[src/rtl/updown_counter_param_if.sv]
// Command/status bundle for updown_counter_param.
// The master side issues count commands; the slave side is the counter itself.
interface updown_counter_param_if #(
  parameter int WIDTH = 3
);
  logic             en;
  logic             up_down;
  logic             clr;
  logic             load;
  logic [WIDTH-1:0] load_val;
  logic [WIDTH-1:0] count;
  logic             tc;
  logic             wrap;
  logic             load_err;

  modport master (
    output en, up_down, clr, load, load_val,
    input  count, tc, wrap, load_err
  );

  modport slave (
    input  en, up_down, clr, load, load_val,
    output count, tc, wrap, load_err
  );
endinterface

[src/rtl/updown_counter_param.sv]
// Parametrised up/down counter over 0..MODULUS-1 with optional saturation,
// synchronous clear, parallel load, terminal-count and wrap/load-error pulses.
// Command priority on each edge: clr > load > en > hold.
module updown_counter_param #(
  parameter int WIDTH    = 3,
  parameter int MODULUS  = 8,
  parameter bit SATURATE = 1'b0
) (
  input  logic                  clk,
  input  logic                  rst_n,
  updown_counter_param_if.slave bus
);

  if (WIDTH < 1 || MODULUS < 2 || longint'(MODULUS) > (longint'(1) << WIDTH)) begin : g_bad_param
    $error("updown_counter_param: illegal WIDTH/MODULUS combination");
  end

  // Largest reachable count; all range-end decisions compare against this,
  // so arithmetic stays modulo MODULUS rather than modulo 2**WIDTH.
  localparam logic [WIDTH-1:0] MAX_C = WIDTH'(MODULUS - 1);

  logic [WIDTH-1:0] count_q, count_d;
  logic             wrap_q, wrap_d;
  logic             lerr_q, lerr_d;
  logic             at_top, at_bot;

  // Range-end step: wraps to the opposite end or holds, depending on SATURATE.
  function automatic logic [WIDTH-1:0] step_up(input logic [WIDTH-1:0] c);
    if (c == MAX_C) return SATURATE ? c : '0;
    return c + WIDTH'(1);
  endfunction

  function automatic logic [WIDTH-1:0] step_down(input logic [WIDTH-1:0] c);
    if (c == '0) return SATURATE ? c : MAX_C;
    return c - WIDTH'(1);
  endfunction

  assign at_top = (count_q == MAX_C);
  assign at_bot = (count_q == '0);

  // Next-state selection in priority order; flags are one-cycle pulses.
  always_comb begin
    count_d = count_q;
    wrap_d  = 1'b0;
    lerr_d  = 1'b0;
    if (bus.clr) begin
      count_d = '0;
    end else if (bus.load) begin
      if (bus.load_val <= MAX_C) begin
        count_d = bus.load_val;
      end else begin
        count_d = MAX_C;
        lerr_d  = 1'b1;
      end
    end else if (bus.en) begin
      if (bus.up_down) begin
        count_d = step_up(count_q);
        wrap_d  = at_top;
      end else begin
        count_d = step_down(count_q);
        wrap_d  = at_bot;
      end
    end
  end

  // State register; async reset clears count and both pulses at once.
  always_ff @(posedge clk or negedge rst_n) begin
    if (!rst_n) begin
      count_q <= '0;
      wrap_q  <= 1'b0;
      lerr_q  <= 1'b0;
    end else begin
      count_q <= count_d;
      wrap_q  <= wrap_d;
      lerr_q  <= lerr_d;
    end
  end

  assign bus.count    = count_q;
  assign bus.wrap     = wrap_q;
  assign bus.load_err = lerr_q;
  assign bus.tc       = bus.en & ~bus.clr & ~bus.load &
                        ((bus.up_down & at_top) | (~bus.up_down & at_bot));

endmodule

[src/flat_wrapper.sv]
// flat-port wrapper written by rule: the top's interface ports become plain ports
module updown_counter_param_flat 
#(
  parameter int WIDTH    = 3,
  parameter int MODULUS  = 8,
  parameter bit SATURATE = 1'b0
)
  (clk, rst_n, bus_en, bus_up_down, bus_clr, bus_load, bus_load_val, bus_count, bus_tc, bus_wrap, bus_load_err);
  updown_counter_param_if #(.WIDTH(WIDTH)) bus_i ();
  input  logic clk;
  input  logic rst_n;
  input wire logic [$bits(bus_i.en)-1:0] bus_en;
  input wire logic [$bits(bus_i.up_down)-1:0] bus_up_down;
  input wire logic [$bits(bus_i.clr)-1:0] bus_clr;
  input wire logic [$bits(bus_i.load)-1:0] bus_load;
  input wire logic [$bits(bus_i.load_val)-1:0] bus_load_val;
  output wire logic [$bits(bus_i.count)-1:0] bus_count;
  output wire logic [$bits(bus_i.tc)-1:0] bus_tc;
  output wire logic [$bits(bus_i.wrap)-1:0] bus_wrap;
  output wire logic [$bits(bus_i.load_err)-1:0] bus_load_err;
  assign bus_i.en = bus_en;
  assign bus_i.up_down = bus_up_down;
  assign bus_i.clr = bus_clr;
  assign bus_i.load = bus_load;
  assign bus_i.load_val = bus_load_val;
  assign bus_count = bus_i.count;
  assign bus_tc = bus_i.tc;
  assign bus_wrap = bus_i.wrap;
  assign bus_load_err = bus_i.load_err;
  updown_counter_param #(.WIDTH(WIDTH), .MODULUS(MODULUS), .SATURATE(SATURATE)) u_core (.clk(clk), .rst_n(rst_n), .bus(bus_i));
endmodule
[config.mk]
export PLATFORM = sky130hd
export DESIGN_NAME = updown_counter_param_flat
export DESIGN_NICKNAME = d
export VERILOG_FILES = /design/src/rtl/updown_counter_param_if.sv /design/src/rtl/updown_counter_param.sv /design/src/flat_wrapper.sv
export SDC_FILE = /design/constraint.sdc
export NUM_CORES = 1
export LEC_CHECK = 0
export ABC_AREA = 1
export ABC_CLOCK_PERIOD_IN_PS = 1300
export CELL_PAD_IN_SITES_DETAIL_PLACEMENT = 1
export CELL_PAD_IN_SITES_GLOBAL_PLACEMENT = 1
export CORE_MARGIN = 1.5
export CORE_UTILIZATION = 23
export DETAILED_ROUTE_END_ITERATION = 12
export MAX_ROUTING_LAYER = met4
export PLACE_DENSITY_LB_ADDON = 0.1
export REMOVE_ABC_BUFFERS = 1
export SETUP_SLACK_MARGIN = 0.2
export SYNTH_ARGS = -nofsm -noshare
export SYNTH_HDL_FRONTEND = slang
export SYNTH_SLANG_ARGS = --single-unit
[constraint.sdc]
create_clock -name clk -period 1.3 [get_ports clk]
set_input_delay 0.195 -clock clk [delete_from_list [all_inputs] [get_ports clk]]
set_output_delay 0.195 -clock clk [all_outputs]
set_load 0.01 [all_outputs]
Fig. 1: metal 3
Bar = 10 microns.
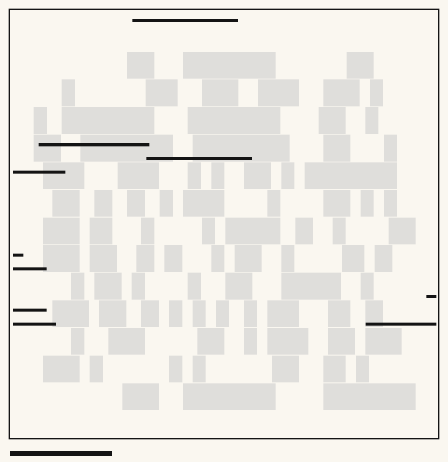
- wire length on this layer: 53.6 microns
- longest straight run: 10.6 microns
- main direction: horizontal
final wirelength: 1200 microns
global-route track usage on met3: 0.0733

==> run summary <==
Entry: Yosys synthesis followed by OpenROAD place and route.

Status:
- The run finished, with violations left.
- The final reports fail on negative setup slack.

Synth:
- The run gives the number of cell instances after yosys synthesis as 52.
- The run puts the synthesized chip area reported by yosys at 353 sq um.
- The run puts the number of library cell types mapped by synthesis at 13.
- The run puts the async set-or-reset flop fraction in the synthesized netlist at 1.00.
- The run gives the synthesized-area fraction occupied by adder cells as 0.142.
- The run gives the library cell with the largest summed area after synthesis as sky130_fd_sc_hd__dfrtp_1.
- After synthesis, the most frequently instantiated cells are sky130_fd_sc_hd__nand2_1 (19), sky130_fd_sc_hd__inv_1 (8), sky130_fd_sc_hd__dfrtp_1 (5).
- The run gives the flip-flop and latch count after synthesis as 5.
- The run gives the share of the synthesized area in the top cell type as 0.355.
- The run gives the main flop type after synthesis as sky130_fd_sc_hd__dfrtp_1.
- Of the total synthesized cell area, the portion taken by AND, OR, NAND and NOR gates is 0.280.
- The run puts the area fraction in compound gates after synthesis at 0.106.
- The average instance in the mapped netlist occupies 6.79 sq um.
- The run puts the number of standard cells after synthesis at 52.
- The run puts the fraction of the yosys area taken by sequential cells at 0.355.
- Yosys attributes the largest share of cell area to sky130_fd_sc_hd__dfrtp_1 (35%), sky130_fd_sc_hd__nand2_1 (20%), sky130_fd_sc_hd__ha_1 (14%), sky130_fd_sc_hd__inv_1 (8.5%), sky130_fd_sc_hd__nor2_1 (3.2%).
- The run gives the main kind of combinational logic by area as simple AND/OR/NAND/NOR gates.
- The run gives the most repeated cell in the gate-level netlist after synthesis as sky130_fd_sc_hd__nand2_1.

Clock network:
- TritonCTS built the clock tree.
- The run puts the post-cts hold-fix buffer tally at 0.
- The run puts the maximum count of clock buffers along a single path at 2.
- The clock tree has to reach 5 sinks.
- The run puts the CTS clock-pin slew for the worst setup and hold paths at 0.04 ns.
- The run puts the post-CTS setup repair buffer count at 2.
- The run gives the post-cts resize count as 35.

Layout:
- The layout summary lists the proportion of cells stronger than drive strength 1 as 0.442.
- The run puts the combinational fraction of the cell area at 0.349.
- The run puts the layout overhead on the synthesized area at 105%.
- The run puts the area fraction of clock buffers and clock inverters at 0.0363.
- The run puts the number of nets in the layout at 100.
- The run puts the final instance count without filler cells at 101.
- The run puts the number of ordinary inverters in the final layout at 10.
- The run gives the sequential cell area in the final layout as 126 sq um.
- The register with the most flip-flops in the layout has 3 of them.
- The run gives the post-route standard cell area excluding fillers as 724 sq um.
- By instance count after routing, the leading logic cell types are sky130_fd_sc_hd__nand2_1 (17), sky130_fd_sc_hd__buf_4 (13), sky130_fd_sc_hd__clkdlybuf4s50_1 (8).
- The run puts the number of antenna cells inserted at 0.
- Leaving out buffers and inverters, the combinational logic in the layout accounts for 253 sq um.
- The biggest slice of the area belongs to non-clock buffers.
- The run puts the share of the final layout cell area in sequential cells at 0.174.
- The run gives the total of plain and repair buffers excluding clock buffers as 30.
- The layout report lists the non-clock buffer share of cell area as 0.363.
- The run puts the multi-input combinational cell count at 37.
- The run gives the leading cell type in the layout, fill and taps excluded as sky130_fd_sc_hd__nand2_1.

Worst setup path:
- The timing report gives the worst reg2reg path a setup slack of -0.13 ns.
- The data arrival time reported for the critical path is 1.37 ns.
- The largest individual stage delay along the critical path comes from the cell sky130_fd_sc_hd__dfrtp_1.
- Data on the critical path is required at its endpoint by 1.11 ns.
- STA classifies the critical path startpoint as a flop.
- On the critical path the largest part of the delay comes from flip-flops.
- The run gives the buffers plus inverters on the worst setup path as 1.
- According to the timing report, the critical path is launched from u_core.bus.count[1].
- Counting buffers and inverters, the worst setup path is 5 cells deep.
- The run gives the reg-to-reg critical path startpoint as u_core.bus.count[1].
- The run puts the length in cells of the worst reg-to-reg path at 12.
- In this design, the stage delay of the slowest critical-path cell is 0.41 ns.

Hold path:
- The run gives the path type of the worst min-delay path as input pin to async pin.

Power and ir drop:
- The run puts the net switching power of the design at 0.178 mW.
- Switching power as a fraction of the total was reported as 0.298.
- The run gives the internal cell power as 0.420 mW.
- The power report attributes to the clock group a share of 0.291.
- The worst-case IR drop observed on VDD is 0.641 mV.
- The run puts the power dissipated in the clock network at 0.174 mW.
- The run puts the power share of the sequential group at 0.304.
- The run gives the total sequential power as 0.182 mW.
- The dominant power group in this design is combinational logic.

Global routing:
- For this run the aggregate overflow at the end of global routing stands at 0.
- The global router reports that the layer with the highest usage is met2.
- The run gives the met1 capacity usage during global routing as 0.157.
- The first global-routing pass estimated 1990 microns of wire.
- The run gives the number of global-route vias before repair as 466.
- The run gives the maximum number of pins on one net before global-route repair as 6.
- The run gives the global routing usage summed across all routing layers as 0.159.

Placement:
- The placement report lists the number of port buffers as 14.
- For this run the detailed placement stage logged an HPWL of 837 microns.
- The run puts the global placer's final weighted congestion at 0.678.
- The run puts the minimum setup slack after placement at -0.508 ns.
- The run gives the number of placed cells counting well taps as 93.

Final timing:
- The run gives the final tally of max-slew violations as 0.
- The run puts the final-layout worst hold slack at 0.174 ns.
- The run puts the minimum setup slack in the final design at -0.262 ns.
- The run gives the final tally of setup violations as 3.
- Setup repair after global routing could not meet its margin everywhere.
- The run puts the achievable frequency at 640 MHz.
- The final timing summary puts the cycle share of the worst path at 1.20.
- The smallest clock period supported by the final layout is computed as 1.56 ns.
- The final timing report lists a hold violation count of 0.

Die:
- The chip occupies 1780 sq um.
- From left edge to right edge, the die measures 42.2 microns.
- The run puts the overall die height at 42.2 microns.
- The run puts the pre-placement core utilization at 0.258.

Drt:
- The run gives the total length of routed met3 wires as 53 microns.
- The run gives the post-detailed-route via-to-cell ratio as 4.45.
- Per the post-route antenna check, the number of violating nets is 0.
- The routed design shows a wire length per standard cell of 11.8 microns.
- The run puts the via count at 449.
- After detailed routing, no signal wire sits above met3.

Flow run:
- The run reported a max-capacitance violation count of 0.
- The run puts the tally of OpenROAD warnings at 29.
Fig. 2: cell outlines without signal wires
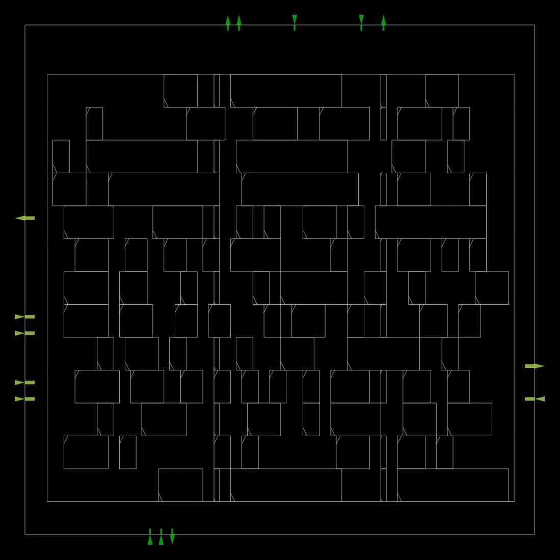
Std-Cell Rows: 13
well-tap cell count: 15
Core Footprint: 1370 sq um

Power and IR drop assume default switching activity.
